Figure 1. Zoomed window (run 1).
Region (10, 40) to (35, 65) µm. Cells in grey, sequential cells in the stronger grey; small squares are vias.
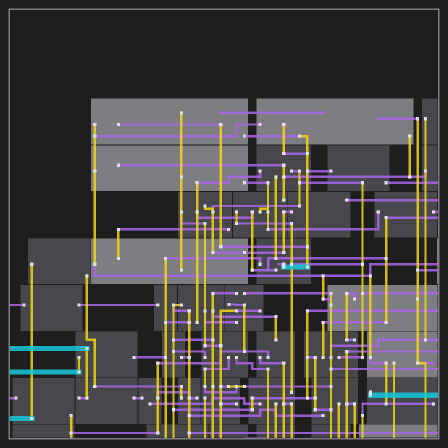
Figure 2. Routing congestion (run 1).
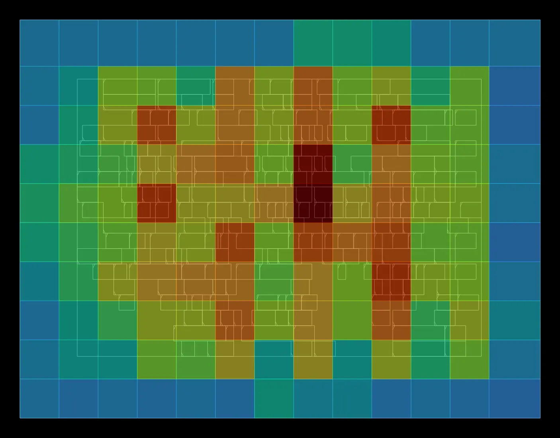
Figure 3. Sizing map (run 1).
Drawn at 4 px/µm.
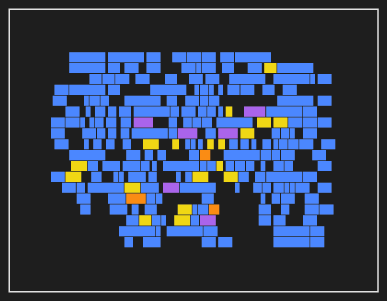
===== src/rtl/cache_miss_arbiter.sv =====
// Arbitrates I-cache and D-cache misses onto one fill FSM / memory port.
// Latches the winning address, steers fill data, and forces a turnaround gap after each fill.
//
// state  | meaning
// IDLE   | no fill in flight; grant a pending miss at the next edge
// FILL_I | I-cache fill in progress, waiting for fill_done
// FILL_D | D-cache fill in progress, waiting for fill_done
// GAP    | turnaround so the fill FSM word counter drains; no grants
module cache_miss_arbiter #(
  parameter int ADDR_W     = 16,
  parameter int D_PRIORITY = 1,
  parameter int FAIR       = 1,
  parameter int TURNAROUND = 1
) (
  input  logic              clk,
  input  logic              rst_n,
  input  logic              icache_miss,
  input  logic [ADDR_W-1:0] icache_miss_addr,
  input  logic              dcache_miss,
  input  logic [ADDR_W-1:0] dcache_miss_addr,
  input  logic              fill_done,
  output logic              fill_miss_detected,
  output logic [ADDR_W-1:0] fill_miss_address,
  output logic              icache_fill_sel,
  output logic              dcache_fill_sel,
  output logic              icache_stall,
  output logic              dcache_stall
);

  typedef enum logic [1:0] {IDLE, FILL_I, FILL_D, GAP} state_t;

  localparam logic [1:0] GAP_LOAD = 2'(TURNAROUND - 1);

  state_t     state;
  logic [1:0] gap_cnt;
  logic       last_served;
  logic       have_served;
  logic       pick_d;

  // Fairness only applies once something has been served; the first grant uses D_PRIORITY.
  always_comb begin
    pick_d = dcache_miss;
    if (icache_miss && dcache_miss) begin
      if ((FAIR != 0) && have_served)
        pick_d = ~last_served;
      else
        pick_d = (D_PRIORITY != 0);
    end
  end

  // Note: rst_n is active-high despite its name.
  always_ff @(posedge clk or posedge rst_n) begin
    if (rst_n) begin
      state              <= IDLE;
      gap_cnt            <= 2'd0;
      last_served        <= 1'b0;
      have_served        <= 1'b0;
      fill_miss_detected <= 1'b0;
      fill_miss_address  <= '0;
      icache_fill_sel    <= 1'b0;
      dcache_fill_sel    <= 1'b0;
    end else begin
      case (state)
        IDLE: begin
          if (icache_miss || dcache_miss) begin
            state              <= pick_d ? FILL_D : FILL_I;
            fill_miss_detected <= 1'b1;
            fill_miss_address  <= pick_d ? dcache_miss_addr : icache_miss_addr;
            icache_fill_sel    <= ~pick_d;
            dcache_fill_sel    <= pick_d;
          end
        end
        FILL_I, FILL_D: begin
          // Miss level and address are ignored mid-fill so the tag write is never torn.
          if (fill_done) begin
            last_served        <= (state == FILL_D);
            have_served        <= 1'b1;
            fill_miss_detected <= 1'b0;
            fill_miss_address  <= '0;
            icache_fill_sel    <= 1'b0;
            dcache_fill_sel    <= 1'b0;
            if (TURNAROUND > 0) begin
              state   <= GAP;
              gap_cnt <= GAP_LOAD;
            end else begin
              state <= IDLE;
            end
          end
        end
        GAP: begin
          if (gap_cnt == 2'd0)
            state <= IDLE;
          else
            gap_cnt <= gap_cnt - 2'd1;
        end
        default: state <= IDLE;
      endcase
    end
  end

  assign icache_stall = icache_miss & ~((state == FILL_I) & fill_done);
  assign dcache_stall = dcache_miss & ~((state == FILL_D) & fill_done);

endmodule


===== config.mk =====
export PLATFORM = sky130hd
export DESIGN_NAME = cache_miss_arbiter
export DESIGN_NICKNAME = d
export VERILOG_FILES = /design/src/rtl/cache_miss_arbiter.sv
export SDC_FILE = /design/constraint.sdc
export NUM_CORES = 1
export LEC_CHECK = 0
export CORE_ASPECT_RATIO = 0.7
export CORE_MARGIN = 10
export CORE_UTILIZATION = 44
export CTS_CLUSTER_DIAMETER = 60
export DETAILED_ROUTE_END_ITERATION = 8
export GPL_TIMING_DRIVEN = 0
export PLACE_DENSITY = 0.77
export SYNTH_ARGS = -nofsm -noshare
export SYNTH_HDL_FRONTEND = slang
export SYNTH_SLANG_ARGS = --single-unit

===== constraint.sdc =====
create_clock -name clk -period 2.57 [get_ports clk]
set_clock_uncertainty 0.15 [all_clocks]
set_input_delay 0.514 -clock clk [delete_from_list [all_inputs] [get_ports clk]]
set_output_delay 0.514 -clock clk [all_outputs]
set_load 0.03 [all_outputs]

==> flow_summary.json, run 1 <==
{
  "drt_iter0_drc": 101,
  "ys_sh_adder_pct": 5.512,
  "outcome": "complete, no violations",
  "edf_count": 0,
  "ys_ff": 25,
  "mostFrequentLayoutCell": "clkdlybuf4s50_1",
  "yosys_cells": 165,
  "postCtsSetupBuffers": 0,
  "via_count": 1541,
  "grtUsageTotal_pct": 15.07,
  "final_nets": 269,
  "largest_area_cell": "dfrtp_1",
  "synth.area.mux_share_pct": 3.465,
  "crit_fanout": 19,
  "tap_cells": 50,
  "warnings": 31,
  "area_leaders": "dfrtp_1 (39%), o211ai_1 (7.6%), nand2b_1 (7.1%)",
  "largest_class": "logic gates",
  "synth-warning-count": 0,
  "async_flop_share_pct": 100.0,
  "cts_sinks": 25,
  "port_buffers": 57,
  "insertion_delay_ps": 270,
  "htreeDepth": 1,
  "fmax_ghz": 0.4044,
  "hpwl_um": 3752,
  "ioPinCount": 58,
  "drt-total-wl_um": 4873,
  "clk_share_pct": 1.987,
  "period_used_pct": 96.22,
  "mostFrequentLayoutCells": "clkdlybuf4s50_1 (54), dfrtp_1 (25), nand2b_1 (18)",
  "antennaDiodeCount": 0,
  "worst_pin_slew_ps": 1000,
  "hold_start": "fill_miss_detected",
  "clk_pin_slew_ps": 90,
  "report.final.slew_viol_count": 0,
  "regArea_um2": 625.6,
  "ys_seq_share_pct": 39.37,
  "synthesis.nets": 209,
  "ant_nets": 0,
  "cpMaxStageDelayCell": "clkdlybuf4s50_1",
  "yosys.area_share.xor_xnor_pct": 0,
  "startpoint": "icache_miss",
  "grt_first_pass_wirelength_um": 8169,
  "antenna_found_initial": 0,
  "via_per_inst": 5.624,
  "reg2reg_to": "fill_miss_address[12]",
  "holdBufCountCts": 0,
  "ir_worst_vdd_mv": 0.5455,
  "cp_slowest_stage_delay_ps": 480,
  "syn_area_per_cell_um2": 9.630,
  "cpLargestDelayFamily": "buffers and inverters",
  "grt_max_degree": 26,
  "reg2reg_from": "state[0]",
  "drt_pass1_iterations": 4,
  "endpoint": "icache_stall",
  "timing.hold.ws_ps": 355.7,
  "cp.arrival_ps": 1810,
  "die_y_um": 70.28,
  "fillers": 276,
  "synth-main-ff-cell": "dfrtp_1",
  "grt_pass1_vias": 1616,
  "cp_cell_sequence": "clkdlybuf4s50_1, clkbuf_4, a21boi_0, clkdlybuf4s15_2",
  "rsz0062_at_grt": "no",
  "synthTopLogicFamily": "simple AND/OR/NAND/NOR gates",
  "crit_required_ps": 1910,
  "finalWorstPathRequiredPeriod_ps": 2473
}
Notes on Figure 1 above:
layer	colour
met1	purple
met2	yellow
met3	cyan
netlist names of flops here include	fill_miss_address (5)
most frequent	clkdlybuf4s50_1 (8), a22o_1 (5), dfrtp_1 (5)
sequential cells in the window	5
cells with their middle in the window	30

Notes on Figure 2 above:
post-DR wirelength/cell: 17.78 µm
share of the core filled with cells: 64.95%
GRT busiest layer: met2

Notes on Figure 3 above:
size	colour	cells	share	most used
drive 2	yellow	18	8.0%	buf_2
drive 6 and up	purple	6	2.7%	clkbuf_8
drive 3 to 4	orange	3	1.3%	clkbuf_4
drive 1 or less	blue	197	88%	clkdlybuf4s50_1
design area: 2267 µm²
Worst Slack Setup Final: 97.21 ps
Signal buffers: 71
Area Growth Syn to Fin: 42.68%

-- run 1: routing by layer --
| layer | up-vias | part of all wire (%) | GRT usage, % |
|---|---|---|---|
| li1 | 726 | - | - |
| met1 | 738 | 46 | 19.39 |
| met2 | 71 | 45 | 23.92 |
| met3 | 6 | 8.2 | 4.909 |
| met4 | 0 | 0.94 | 3.242 |
| met5 | - | 0 | 0 |
-- run 1: registers in the layout, indices dropped and copies added, names as in the netlist --
signal,cells
gap_cnt,2
dcache_fill_sel,1
last_served,1
icache_fill_sel,1
have_served,1
fill_miss_detected,1
fill_miss_address,16
state,2
-- run 1: power by group --
part | internal (mW) | switching [mW] | total, mW
sequential | 0.568 | 0.0933 | 0.662
combinational | 0.830 | 0.925 | 1.76
clock | 0.111 | 0.128 | 0.239
==> run 2, diff against run 1 <==
Settings changed: CORE_MARGIN 10 to 5.
Figure 4. Metal 1 (run 2).
Drawn at 6 px/µm.
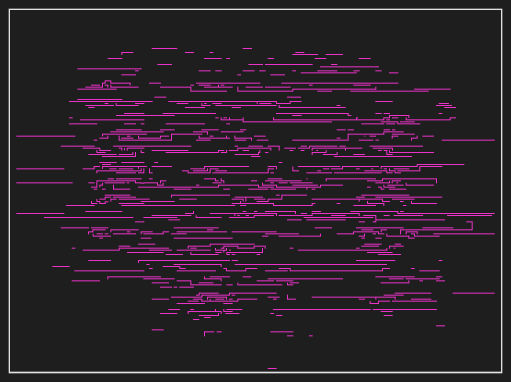
main direction	horizontal
share of all routed wire	44%
longest straight run	25.3 µm
nets with wire on the layer	230
wire length on this layer	1990 µm

Figure 5. Zoomed window (run 2).
Region (8, 33) to (33, 58) µm. Cells in grey, sequential cells in the stronger grey; small squares are vias.
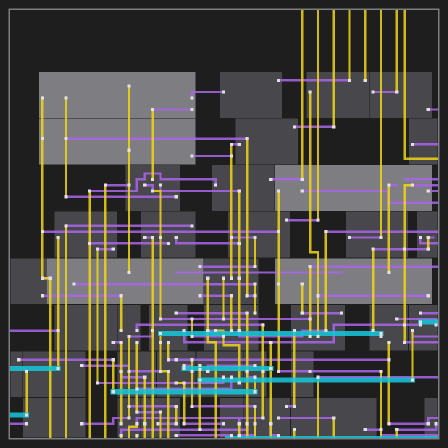
layer	colour
met3	cyan
met1	purple
met2	yellow
most frequent	clkdlybuf4s50_1 (12), a22o_1 (5), dfrtp_1 (5)
sequential cells in the window	5
cells with their middle in the window	37
netlist names of flops here include	fill_miss_address (5)

Figure 6. Sizing map (run 2).
Drawn at 4 px/µm.
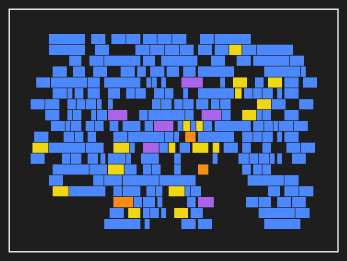
size	colour	cells	share
drive 1 or less	blue	197	88%
drive 6 and up	purple	6	2.7%
drive 3 to 4	orange	3	1.3%
drive 2	yellow	18	8.0%
Worst Slack Setup Final: 141.3 ps

==> run 2 against run 1 <==
Effect of this change:
- non-clock buffer count unchanged
- clock-buffer cell count unchanged
- sequential share of layout area unchanged
- critical path depth unchanged
- core utilization decreased by 0.42 points
- die size fell by 24%
- largest cell class unchanged
- highest routed layer unchanged
==> flow_summary.json, run 2 <==
{
  "outcome": "complete, no violations",
  "rsz0062_at_grt": "no",
  "reg_top3": "fill_miss_address x16, gap_cnt x2, state x2",
  "use_met1_pct": 26.19,
  "largest_register_ffs": 16,
  "syn2layout_area_growth_pct": 42.68,
  "cp.arrival_ps": 1760,
  "grt_pass1_vias": 1487,
  "powerClk_uw": 231,
  "drt_iter0_drc": 75,
  "setup_viol": 0,
  "stdcell_area_um2": 2267,
  "synthTopLogicFamily": "simple AND/OR/NAND/NOR gates",
  "edf_count": 0,
  "internal_power_mw": 1.509,
  "drt-total-wl_um": 4557,
  "synthesis.nets": 209,
  "ys_sh_adder_pct": 5.512,
  "largest_area_cell": "dfrtp_1",
  "power_frac_comb_pct": 66.4,
  "warnings": 31,
  "report.final.slew_viol_count": 0,
  "hpwl_um": 3455,
  "drt-met1-wl_um": 1989,
  "seq_power_uw": 659,
  "syn_area_per_cell_um2": 9.630,
  "port_buffers": 57,
  "grt_first_pass_wirelength_um": 7348,
  "synth.area.mux_share_pct": 3.465,
  "antennaDiodeCount": 0,
  "ioPinCount": 58,
  "top_layer_used": "met4",
  "grtUsageTotal_pct": 19.40,
  "period_used_pct": 94.50,
  "ant_nets": 0,
  "mostFrequentLayoutCells": "clkdlybuf4s50_1 (54), dfrtp_1 (25), nand2b_1 (18)",
  "area_leaders": "dfrtp_1 (39%), o211ai_1 (7.6%), nand2b_1 (7.1%)",
  "worst_pin_slew_ps": 975.7,
  "clk_pin_slew_ps": 80,
  "top_power_group": "combinational cells",
  "insertion_delay_ps": 260,
  "clkPwrFrac_pct": 8.7,
  "route.met3.wl_um": 367,
  "holdBufCountCts": 0,
  "antenna_found_initial": 0,
  "netSwitchingFraction_pct": 43.03,
  "synth-main-ff-cell": "dfrtp_1",
  "final_nets": 269,
  "crit_fanout": 11,
  "postCtsSetupBuffers": 0,
  "htreeDepth": 1,
  "mostFrequentLayoutCell": "clkdlybuf4s50_1",
  "postLayoutCoreUtil_pct": 64.53,
  "fmax_ghz": 0.4117,
  "met2_usage_pct": 32.45,
  "die_y_um": 60.28,
  "fillers": 285,
  "via_per_inst": 5.573,
  "via_count": 1527,
  "yosys_cells": 165,
  "wire_per_inst_um": 16.63,
  "ys_seq_share_pct": 39.37,
  "largest_register": "fill_miss_address",
  "finalWorstPathRequiredPeriod_ps": 2429,
  "top_usage_layer": "met2",
  "ys_ff": 25,
  "regArea_um2": 625.6,
  "met2_length_um": 2170,
  "use_met3_pct": 4.518,
  "power_combinational_mw": 1.76
}
==> run 2: critical path: stages <==
cell             delay [ps]
dlygate4sd2_1           400
clkbuf_4                290
a21boi_0                220
clkdlybuf4s15_2         330
==> run 2: final timing paths <==
path | from | endpoint | depth (start not counted)
worst max register to register | state[1] | fill_miss_address[14] | 8
min in group asynchronous | rst_n | fill_miss_address[10] | 2
max in group asynchronous | rst_n | gap_cnt[1] | 2
worst min-delay path | fill_miss_detected | fill_miss_detected | 1
worst max-delay path | dcache_miss | dcache_stall | 4
worst min register to register | fill_miss_detected | fill_miss_detected | 1
==> run 2: cell type report <==
type / instances / share of cell area (%)
plain buffers: 14 / 4.084
well taps: 50 / 2.759
flip-flops and latches: 25 / 27.59
inverters: 5 / 0.8278
multi-input cells: 119 / 37.53
clock buffers: 4 / 1.987
repair buffers: 57 / 25.22
==> run 3, diff against run 2 <==
Settings changed: CORE_MARGIN 5 to default.
Figure 7. Routing congestion (run 3).
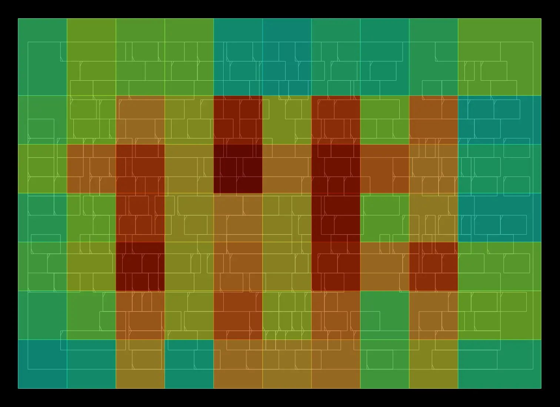
met3 GRT Util: 5.962%
share of the core filled with cells: 68.65%

Figure 8. Sizing map (run 3).
Drawn at 4 px/µm.
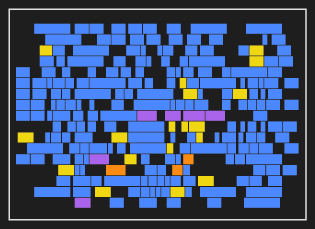
Area Growth Syn to Fin: 42.44%
Worst Slack Setup Final: 81.06 ps
design area: 2263 µm²

Figure 9. Zoomed window (run 3).
Region (6, 27) to (31, 52) µm. Cells in grey, sequential cells in the stronger grey; small squares are vias.
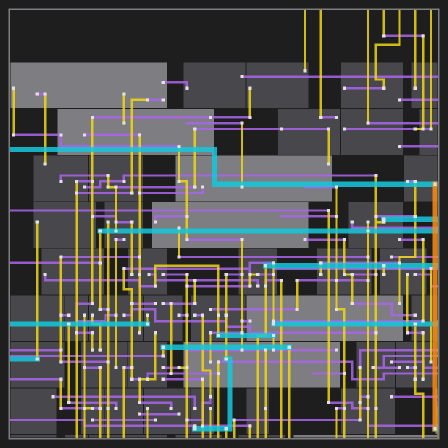
layer	colour
met2	yellow
met4	orange
met1	purple
met3	cyan
sequential cells in the window	6
most frequent	clkdlybuf4s50_1 (11), a22o_1 (6), dfrtp_1 (6)
cells with their middle in the window	39
netlist names of flops here include	fill_miss_address (5), fill_miss_detected (1)

==> run 3 against run 2 <==
Effect of this change:
- final area is 0.17% lower
- critical path depth did not move
- sequential power increased by 0.8%
- combinational power about the same
- area after synthesis unchanged
- largest power group unchanged
==> flow_summary.json, run 3 <==
{
  "outcome": "complete, no violations",
  "synth-main-ff-cell": "dfrtp_1",
  "ys_seq_share_pct": 39.37,
  "buffers": 71,
  "drt-total-wl_um": 4412,
  "met2_length_um": 2048,
  "antenna_found_initial": 0,
  "reg_top3": "fill_miss_address x16, gap_cnt x2, state x2",
  "drt-met1-wl_um": 1903,
  "warnings": 31,
  "ant_nets": 0,
  "grt_pass1_vias": 1524,
  "buf_share_pct": 29.35,
  "powerClk_uw": 241,
  "power_frac_comb_pct": 66.1,
  "rsz0062_at_grt": "no",
  "flops": 25,
  "htreeDepth": 1,
  "via_count": 1575,
  "cp.arrival_ps": 1820,
  "finalWorstPathRequiredPeriod_ps": 2489,
  "largest_register_ffs": 16,
  "fmax_ghz": 0.4018,
  "report.final.slew_viol_count": 0,
  "inverters_excl_clock": 5,
  "syn_area_per_cell_um2": 9.630,
  "synth.area.mux_share_pct": 3.465,
  "die_y_um": 52.28,
  "clk_pin_slew_ps": 90,
  "internal_power_mw": 1.510,
  "area_leaders": "dfrtp_1 (39%), o211ai_1 (7.6%), nand2b_1 (7.1%)",
  "edf_count": 0,
  "ys_sh_adder_pct": 5.512,
  "holdBufCountCts": 0,
  "top_usage_layer": "met2",
  "antennaDiodeCount": 0,
  "logic_gate_count": 119,
  "largest_area_cell": "dfrtp_1",
  "seq_power_uw": 664,
  "top_power_group": "combinational cells",
  "route.met3.wl_um": 434,
  "seq_share_pct": 27.64,
  "setup_viol": 0,
  "drt_iter0_drc": 98,
  "mostFrequentLayoutCell": "clkdlybuf4s50_1",
  "clk_share_pct": 1.990,
  "met2_usage_pct": 41.44,
  "synthTopLogicFamily": "simple AND/OR/NAND/NOR gates"
}
run 3: cell counts after synthesis:
Identical to the previous run, type by type.
run 3: worst max-delay path, stage by stage:
cell and delay, ps:
clkdlybuf4s50_1 490, buf_4 230, a21boi_0 250, clkdlybuf4s15_2 330
run 3: worst paths after layout:
check / from / end / depth (start not counted)
min reg2reg: fill_miss_detected / fill_miss_detected / 1
min: fill_miss_detected / fill_miss_detected / 1
max in group asynchronous: rst_n / gap_cnt[1] / 2
min in group asynchronous: rst_n / fill_miss_address[7] / 2
max reg2reg: state[0] / fill_miss_address[2] / 8
max: icache_miss / icache_stall / 4
run 3: stage by stage:
step	util, %	instances	area [µm²]
CTS	68.58	271	2261
finish	68.65	271	2263
floorplan	-	165	1589
global placement	67.29	269	2218
detailed placement	67.29	269	2218
global route	68.65	271	2263
No activity file was given, so power comes from the tool's default toggle rates.
